==> images/zoom.png <==
Region (70, 14) to (100, 44) um. Cells in grey, sequential cells in the stronger grey; small squares are vias.
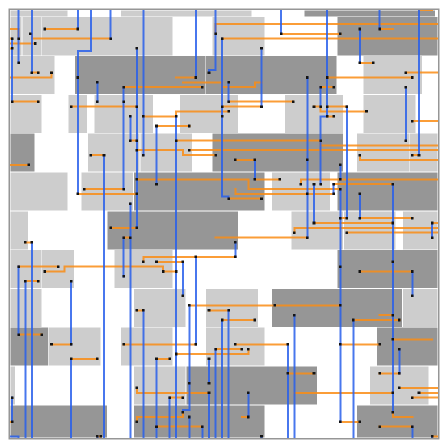
==> images/clock_map.png <==
Bar = 20 um.
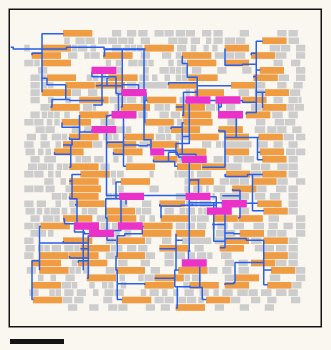
==> images/drive_strength.png <==
Bar = 20 um.
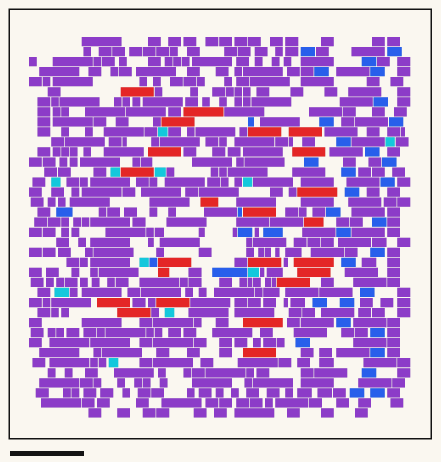
**src/rtl/pu_lut_ctrl_pkg.sv**
```systemverilog
// Shared definitions for the pu_lut sequencer: state encoding and width helpers.
package pu_lut_ctrl_pkg;

   localparam logic [1:0] ST_IDLE  = 2'd0;
   localparam logic [1:0] ST_WRITE = 2'd1;
   localparam logic [1:0] ST_READ  = 2'd2;
   localparam logic [1:0] ST_HOLD  = 2'd3;

   typedef enum logic [1:0] {
      S_IDLE  = ST_IDLE,
      S_WRITE = ST_WRITE,
      S_READ  = ST_READ,
      S_HOLD  = ST_HOLD
   } state_t;

   // Width of an argument-count field able to hold 0..max_args
   function automatic int nw_f(input int max_args);
      return $clog2(max_args + 1);
   endfunction

   // Width of the argument index counter (0..max_args-1), never below 1
   function automatic int kw_f(input int max_args);
      return (max_args > 1) ? $clog2(max_args) : 1;
   endfunction

endpackage

```
**src/rtl/pu_lut_ctrl_if.sv**
```systemverilog
// Request/result handshake bus plus the LUT-facing strobes of the sequencer.
interface pu_lut_ctrl_if
   import pu_lut_ctrl_pkg::*;
#(
   parameter int DATA_WIDTH   = 32,
   parameter int ATTR_WIDTH   = 4,
   parameter int SEL_WIDTH    = 4,
   parameter int MAX_NUM_ARGS = 2
);
   localparam int NW = nw_f(MAX_NUM_ARGS);

   // Request side
   logic                               req_valid;
   logic                               req_ready;
   logic [SEL_WIDTH-1:0]               req_sel;
   logic [NW-1:0]                      req_nargs;
   logic [MAX_NUM_ARGS*DATA_WIDTH-1:0] req_args;
   logic [ATTR_WIDTH-1:0]              req_attr;

   // LUT side
   logic                               lut_signal_wr;
   logic                               lut_signal_oe;
   logic [SEL_WIDTH-1:0]               lut_signal_sel;
   logic [DATA_WIDTH-1:0]              lut_data_in;
   logic [ATTR_WIDTH-1:0]              lut_attr_in;
   logic [DATA_WIDTH-1:0]              lut_data_out;
   logic [ATTR_WIDTH-1:0]              lut_attr_out;

   // Result side
   logic                               res_valid;
   logic                               res_ready;
   logic [DATA_WIDTH-1:0]              res_data;
   logic [ATTR_WIDTH-1:0]              res_attr;
   logic                               res_err;

   // The sequencer itself
   modport slave (
      input  req_valid, req_sel, req_nargs, req_args, req_attr,
      output req_ready,
      output lut_signal_wr, lut_signal_oe, lut_signal_sel, lut_data_in, lut_attr_in,
      input  lut_data_out, lut_attr_out,
      output res_valid, res_data, res_attr, res_err,
      input  res_ready
   );

   // The environment: requester, result consumer and the LUT
   modport master (
      output req_valid, req_sel, req_nargs, req_args, req_attr,
      input  req_ready,
      input  lut_signal_wr, lut_signal_oe, lut_signal_sel, lut_data_in, lut_attr_in,
      output lut_data_out, lut_attr_out,
      input  res_valid, res_data, res_attr, res_err,
      output res_ready
   );

endinterface

```
**src/rtl/pu_lut_ctrl.sv**
```systemverilog
// Sequencer in front of pu_lut: serialises request args into the LUT write
// port (always MAX_NUM_ARGS writes so the LUT pointer wraps to 0), strobes
// the read, and holds the result until the consumer accepts it.
module pu_lut_ctrl
   import pu_lut_ctrl_pkg::*;
#(
   parameter int DATA_WIDTH   = 32,
   parameter int ATTR_WIDTH   = 4,
   parameter int SEL_WIDTH    = 4,
   parameter int MAX_NUM_ARGS = 2
) (
   input  logic         clk,
   input  logic         rst,
   pu_lut_ctrl_if.slave bus
);

   localparam int            NW        = nw_f(MAX_NUM_ARGS);
   localparam int            KW        = kw_f(MAX_NUM_ARGS);
   localparam logic [NW-1:0] NARGS_MAX = NW'(MAX_NUM_ARGS);
   localparam logic [KW-1:0] K_LAST    = KW'(MAX_NUM_ARGS - 1);

   state_t                state_q, state_d;
   logic [KW-1:0]         k_q, k_d;
   logic                  err_q, err_d;
   logic [SEL_WIDTH-1:0]  sel_q;
   logic [ATTR_WIDTH-1:0] attr_q;
   logic [DATA_WIDTH-1:0] args_q [MAX_NUM_ARGS];
   logic [DATA_WIDTH-1:0] args_d [MAX_NUM_ARGS];
   logic [NW-1:0]         nargs_eff;
   logic [DATA_WIDTH-1:0] res_data_q;
   logic [ATTR_WIDTH-1:0] res_attr_q;
   logic                  res_err_q;
   logic                  accept;

   assign accept = (state_q == S_IDLE) && bus.req_valid;

   // Qualify incoming args: zero unused slots and flag malformed requests
   always_comb begin
      err_d     = (bus.req_nargs > NARGS_MAX);
      nargs_eff = err_d ? NARGS_MAX : bus.req_nargs;
      for (int i = 0; i < MAX_NUM_ARGS; i++) begin
         args_d[i] = '0;
         if (NW'(i) < nargs_eff) begin
            args_d[i] = bus.req_args[i*DATA_WIDTH +: DATA_WIDTH];
            // The LUT only consumes bit 0; anything above it is a caller bug
            if (|args_d[i][DATA_WIDTH-1:1]) begin
               err_d = 1'b1;
            end
         end
      end
   end

   // Next-state logic and argument index sequencing
   always_comb begin
      state_d = state_q;
      k_d     = k_q;
      unique case (state_q)
         S_IDLE: begin
            if (bus.req_valid) begin
               state_d = S_WRITE;
               k_d     = '0;
            end
         end
         S_WRITE: begin
            if (k_q == K_LAST) begin
               state_d = S_READ;
               k_d     = '0;
            end else begin
               k_d = k_q + KW'(1);
            end
         end
         S_READ: begin
            state_d = S_HOLD;
         end
         S_HOLD: begin
            if (bus.res_ready) begin
               state_d = S_IDLE;
            end
         end
         default: begin
            state_d = S_IDLE;
         end
      endcase
   end

   // Output decode from the current state; LUT strobes are zero when unused
   always_comb begin
      bus.req_ready      = (state_q == S_IDLE);
      bus.lut_signal_wr  = (state_q == S_WRITE);
      bus.lut_signal_oe  = (state_q == S_READ);
      bus.lut_signal_sel = (state_q == S_IDLE) ? '0 : sel_q;
      bus.lut_data_in    = '0;
      bus.lut_attr_in    = '0;
      if (state_q == S_WRITE) begin
         bus.lut_data_in = args_q[k_q];
      end
      if (state_q == S_READ) begin
         bus.lut_attr_in = attr_q;
      end
      bus.res_valid = (state_q == S_HOLD);
      bus.res_data  = res_data_q;
      bus.res_attr  = res_attr_q;
      bus.res_err   = res_err_q;
   end

   // Control state, error flag and result registers
   always_ff @(posedge clk or posedge rst) begin
      if (rst) begin
         state_q    <= S_IDLE;
         k_q        <= '0;
         err_q      <= 1'b0;
         res_data_q <= '0;
         res_attr_q <= '0;
         res_err_q  <= 1'b0;
      end else begin
         state_q <= state_d;
         k_q     <= k_d;
         if (accept) begin
            err_q <= err_d;
         end
         // The LUT read path is combinational, so capture it in the READ cycle
         if (state_q == S_READ) begin
            res_data_q <= bus.lut_data_out;
            res_attr_q <= bus.lut_attr_out;
            res_err_q  <= err_q;
         end
      end
   end

   // Operand latch; only observed through state-gated outputs, so no reset
   always_ff @(posedge clk) begin
      if (accept) begin
         sel_q  <= bus.req_sel;
         attr_q <= bus.req_attr;
         for (int i = 0; i < MAX_NUM_ARGS; i++) begin
            args_q[i] <= args_d[i];
         end
      end
   end

endmodule

```
**src/flat_wrapper.sv**
```systemverilog
// flat-port wrapper written by rule: the top's interface ports become plain ports
module pu_lut_ctrl_flat import pu_lut_ctrl_pkg::*;
#(
   parameter int DATA_WIDTH   = 32,
   parameter int ATTR_WIDTH   = 4,
   parameter int SEL_WIDTH    = 4,
   parameter int MAX_NUM_ARGS = 2
)
  (clk, rst, bus_req_valid, bus_req_sel, bus_req_nargs, bus_req_args, bus_req_attr, bus_req_ready, bus_lut_signal_wr, bus_lut_signal_oe, bus_lut_signal_sel, bus_lut_data_in, bus_lut_attr_in, bus_lut_data_out, bus_lut_attr_out, bus_res_valid, bus_res_data, bus_res_attr, bus_res_err, bus_res_ready);
  pu_lut_ctrl_if #(.DATA_WIDTH(DATA_WIDTH), .ATTR_WIDTH(ATTR_WIDTH), .SEL_WIDTH(SEL_WIDTH), .MAX_NUM_ARGS(MAX_NUM_ARGS)) bus_i ();
  input  logic clk;
  input  logic rst;
  input wire logic [$bits(bus_i.req_valid)-1:0] bus_req_valid;
  input wire logic [$bits(bus_i.req_sel)-1:0] bus_req_sel;
  input wire logic [$bits(bus_i.req_nargs)-1:0] bus_req_nargs;
  input wire logic [$bits(bus_i.req_args)-1:0] bus_req_args;
  input wire logic [$bits(bus_i.req_attr)-1:0] bus_req_attr;
  output wire logic [$bits(bus_i.req_ready)-1:0] bus_req_ready;
  output wire logic [$bits(bus_i.lut_signal_wr)-1:0] bus_lut_signal_wr;
  output wire logic [$bits(bus_i.lut_signal_oe)-1:0] bus_lut_signal_oe;
  output wire logic [$bits(bus_i.lut_signal_sel)-1:0] bus_lut_signal_sel;
  output wire logic [$bits(bus_i.lut_data_in)-1:0] bus_lut_data_in;
  output wire logic [$bits(bus_i.lut_attr_in)-1:0] bus_lut_attr_in;
  input wire logic [$bits(bus_i.lut_data_out)-1:0] bus_lut_data_out;
  input wire logic [$bits(bus_i.lut_attr_out)-1:0] bus_lut_attr_out;
  output wire logic [$bits(bus_i.res_valid)-1:0] bus_res_valid;
  output wire logic [$bits(bus_i.res_data)-1:0] bus_res_data;
  output wire logic [$bits(bus_i.res_attr)-1:0] bus_res_attr;
  output wire logic [$bits(bus_i.res_err)-1:0] bus_res_err;
  input wire logic [$bits(bus_i.res_ready)-1:0] bus_res_ready;
  assign bus_i.req_valid = bus_req_valid;
  assign bus_i.req_sel = bus_req_sel;
  assign bus_i.req_nargs = bus_req_nargs;
  assign bus_i.req_args = bus_req_args;
  assign bus_i.req_attr = bus_req_attr;
  assign bus_req_ready = bus_i.req_ready;
  assign bus_lut_signal_wr = bus_i.lut_signal_wr;
  assign bus_lut_signal_oe = bus_i.lut_signal_oe;
  assign bus_lut_signal_sel = bus_i.lut_signal_sel;
  assign bus_lut_data_in = bus_i.lut_data_in;
  assign bus_lut_attr_in = bus_i.lut_attr_in;
  assign bus_i.lut_data_out = bus_lut_data_out;
  assign bus_i.lut_attr_out = bus_lut_attr_out;
  assign bus_res_valid = bus_i.res_valid;
  assign bus_res_data = bus_i.res_data;
  assign bus_res_attr = bus_i.res_attr;
  assign bus_res_err = bus_i.res_err;
  assign bus_i.res_ready = bus_res_ready;
  pu_lut_ctrl #(.DATA_WIDTH(DATA_WIDTH), .ATTR_WIDTH(ATTR_WIDTH), .SEL_WIDTH(SEL_WIDTH), .MAX_NUM_ARGS(MAX_NUM_ARGS)) u_core (.clk(clk), .rst(rst), .bus(bus_i));
endmodule
```
**config.mk**
```make
export PLATFORM = sky130hd
export DESIGN_NAME = pu_lut_ctrl_flat
export DESIGN_NICKNAME = d
export VERILOG_FILES = /design/src/rtl/pu_lut_ctrl_pkg.sv /design/src/rtl/pu_lut_ctrl_if.sv /design/src/rtl/pu_lut_ctrl.sv /design/src/flat_wrapper.sv
export SDC_FILE = /design/constraint.sdc
export NUM_CORES = 1
export LEC_CHECK = 0
export CAP_MARGIN = 20
export CORE_AREA = 5 5 109 111
export CTS_CLUSTER_DIAMETER = 150
export DETAILED_ROUTE_END_ITERATION = 8
export DIE_AREA = 0 0 114 116
export PLACE_DENSITY_LB_ADDON = 0.08
export SYNTH_ARGS = -nofsm -noshare
export SYNTH_HDL_FRONTEND = slang
export SYNTH_SLANG_ARGS = --single-unit
```
**constraint.sdc**
```tcl
create_clock -name clk -period 6.78 [get_ports clk]
set_input_delay 0.678 -clock clk [delete_from_list [all_inputs] [get_ports clk]]
set_output_delay 0.678 -clock clk [all_outputs]
set_load 0.01 [all_outputs]
```
==> results.yml <==
# physical design summary
final_timing:
  timing_hold_violations_final: 0
  setup_viol: 0
  period_minus_slack_ns: 3.36
  slew_violations: 0
  worst_pin_slew_ns: 0.998
  holdWs_ns: 0.482
  maxSlewHeadroom_pct: 33.5
  period_used_pct: 49.6
  finalSetupTns_ns: 0
  max_freq_mhz: 297
  rsz0062_at_grt: "no"
  layout_setup_ws_ns: 3.42
global_routing:
  use_met3_pct: 5.48
  grt_pass1_vias: 3692
  grtUsageMet1_pct: 21.8
  grt-ovfl-total: 0
  antenna_found_initial: 0
  grt_busiest_layer: "met2"
  use_met2_pct: 32.6
  grt_first_pass_wirelength_mm: 18.8
  track_usage_pct: 18.4
  grt_start_max_net_pins: 50
final_layout:
  stdcell_area_um2: 7640
  final_nets: 667
  syn2layout_area_growth_pct: 54.7
  seq_area_share_pct: 41.7
  n_fill_cell: 765
  seq_cells: 113
  buffer_area_share_pct: 26.0
  antenna_cells: 0
  n_all_inverters: 5
  largest_class: "sequential cells"
  final-seq-area_um2: 3190
  num-multi-input-gates: 213
  clockBufferCount: 18
  sh_comb_area_pct: 21.8
  nNonClkBuffers: 199
  comb_area_um2: 1670
  clock_cell_area_share_pct: 7.94
  drive_gt1_share_pct: 12.6
synthesis:
  ys_ff: 113
  syn_nets: 467
  top_area_cell: "edfxtp_1"
  netlist_instances: 349
  yosys_area_um2: 4940
  synth_area_um2: 4940
  ff_type: "edfxtp_1"
  area_leaders: "edfxtp_1 44%, dfrtp_1 21%, nor2b_1 8.7%"
  edf_count: 72
  async_reset_ff_share_pct: 36.3
  top_cells_by_count: "72 x edfxtp_1, 69 x nor2b_1, 41 x dfrtp_1"
  ys_seq_share_pct: 64.5
  ys_types: 24
  top_cell: "edfxtp_1"
  synth_warnings: 0
  yosys_cells: 349
  syn_avg_cell_area_um2: 14.2
  yosys.area.top_type_share_pct: 43.8
floorplanning:
  dieHeight_um: 116
  fp_util_pct: 46.2
  rows: 38
  core_um2: 10700
  die_w_um: 114
  dieArea_um2: 13200
  num_tap_cells: 140
  io_pins: 195
detailed_routing:
  first_iter_violations: 132
  ant_nets: 0
  via_count: 3443
  firstDrtPassIters: 4
  vias_per_cell: 4.90
  drc: 0
  drt-total-wl_mm: 12.0
  avgRoutedWirePerCell_um: 17.1
  highest_layer: "met4"
  met3_wirelength_um: 885
  wirelength_met1_mm: 4.78
  wl_met2_mm: 6.21
place:
  dp_slack_ns: 3.79
  dp_hpwl_mm: 8.81
  gp_congestion: 0.822
  dpl_cell_area_um2: 7020
  io_buffers: 194
clock_network:
  cts_root_buffer: "clkbuf_8"
  numCtsBuffers: 17
  holdBufCountCts: 0
  path_clk_slew_ns: 0.06
  cts_tree: "done"
  cts.path.max_buffers: 2
  cts.repair.resized: 0
  clock_latency_ns: 0.50
  htreeDepth: 4
  cts_sinks: 113
  cts_setup_buffers: 0
job:
  warnings: 29
  drv_cap: 0
setup_path:
  start_kind: "flip-flop"
  crit_arrival_ns: 2.69
  critPathRequiredTime_ns: 6.10
  worst_r2r_startpoint: "u_core.state_q[0]"
  critPathKind: "flip-flop to output port"
  worstSetupStartpoint: "u_core.state_q[0]"
  cp-end-kind: "output port"
  crit_fanout: 43
pwr:
  p_leak_uw: 0.00284
  ir_worst_vdd_uv: 204
  power-per-cell-area_nw_per_um2: 412
hold_path:
  hold_class: "flip-flop to flip-flop"
  holdCritStartpoint: "u_core.bus.res_data[6]"
run_status:
  outcome: "finished clean"
Notes on zoom.png above:
- met2: blue
- met1: orange
- sequential cells in the window: 13
- most frequent: clkdlybuf4s50_1 (16), dfrtp_1 (12), mux2_2 (8)
- cells with their middle in the window: 44
- netlist names of flops here include: `u_core.bus.res_data` (9), `u_core.bus.res_attr` (3)

Notes on clock_map.png above:
- clock wires: blue (length 1350 um)
- cells driving clock nets: magenta (count 17)
- flip-flops: orange (count 113)
- flops lie: spread over the die
- routed clock nets: 18
final setup skew: 0.00981 ns
Clk network pwr share: 28.5%
Clk power: 899 uW

Notes on drive_strength.png above:
- drive 6 and up: red (cells 23; most used clkbuf_16)
- drive 3 to 4: cyan (cells 11)
- drive 2: blue (cells 37; most used mux2_2)
- drive 1 or less: purple (cells 491; most used clkdlybuf4s50_1)

kinds of logic (layout without fill, tap and decap cells):
logic type / count (synthesis) / after routing / synth area share (%)
fa+ha+maj: 4 / 4 / 1.01
simple gates: 132 / 132 / 16.7
buf+inv: 23 / 236 / 1.82
mux: 69 / 69 / 14.9
compound gates: 8 / 8 / 0.962
flops: 113 / 113 / 64.5
state kept, by name, summed over array words and instances, names as in the netlist, 2 cells and up:
register and cells:
u_core.args_q 64, u_core.attr_q 4, u_core.bus.res_attr 4, u_core.bus.res_data 32, u_core.sel_q 4, u_core.state_q 2
stage by stage:
step	util, %	cells	power [uW]
finish	71.5	702	3150
global route	71.5	702	3310
CTS	71.3	701	3180
detailed placement	65.6	669	2280
global placement	65.6	669	2240
floorplan	-	349	1660
final timing paths:
check | depth (start not counted) | slack, ns | to
setup / recovery | 4 | 3.42 | bus_lut_attr_in[2]
hold / removal | 1 | 0.48 | u_core.bus.res_data[6]
setup reg to reg | 7 | 4.30 | u_core.err_q
hold reg to reg | 1 | 0.48 | u_core.bus.res_data[6]
max in group asynchronous | 3 | 5.78 | u_core.k_q
min in group asynchronous | 3 | 0.62 | u_core.bus.res_data[23]
placed cells by master, fill, tap and decap left out, drive strengths merged, types with 2 or more instances in the layout:
cell type	count
nand2b	2
clkdlybuf4s50	194
and2	36
buf	5
nand2	3
clkinv	5
nand4	3
ha	4
clkbuf	18
o21ai	5
nor2	2
nor4	15
edfxtp	72
mux2	37
dfrtp	41
clkinvlp	4
inv	6
nor2b	69
bufinv	4
mux2i	32
critical path: stages (launching register included):
cell and delay [ns]:
dfrtp_1 0.40, inv_1 0.11, ha_2 0.84, and2_1 0.26, clkdlybuf4s50_1 0.57
where the power goes:
group / internal, uW / switching (uW)
Clock: 595 / 304
Combinational: 681 / 467
Sequential: 976 / 126
Total: 2250 / 898
No activity file was given, so power comes from the tool's default toggle rates.
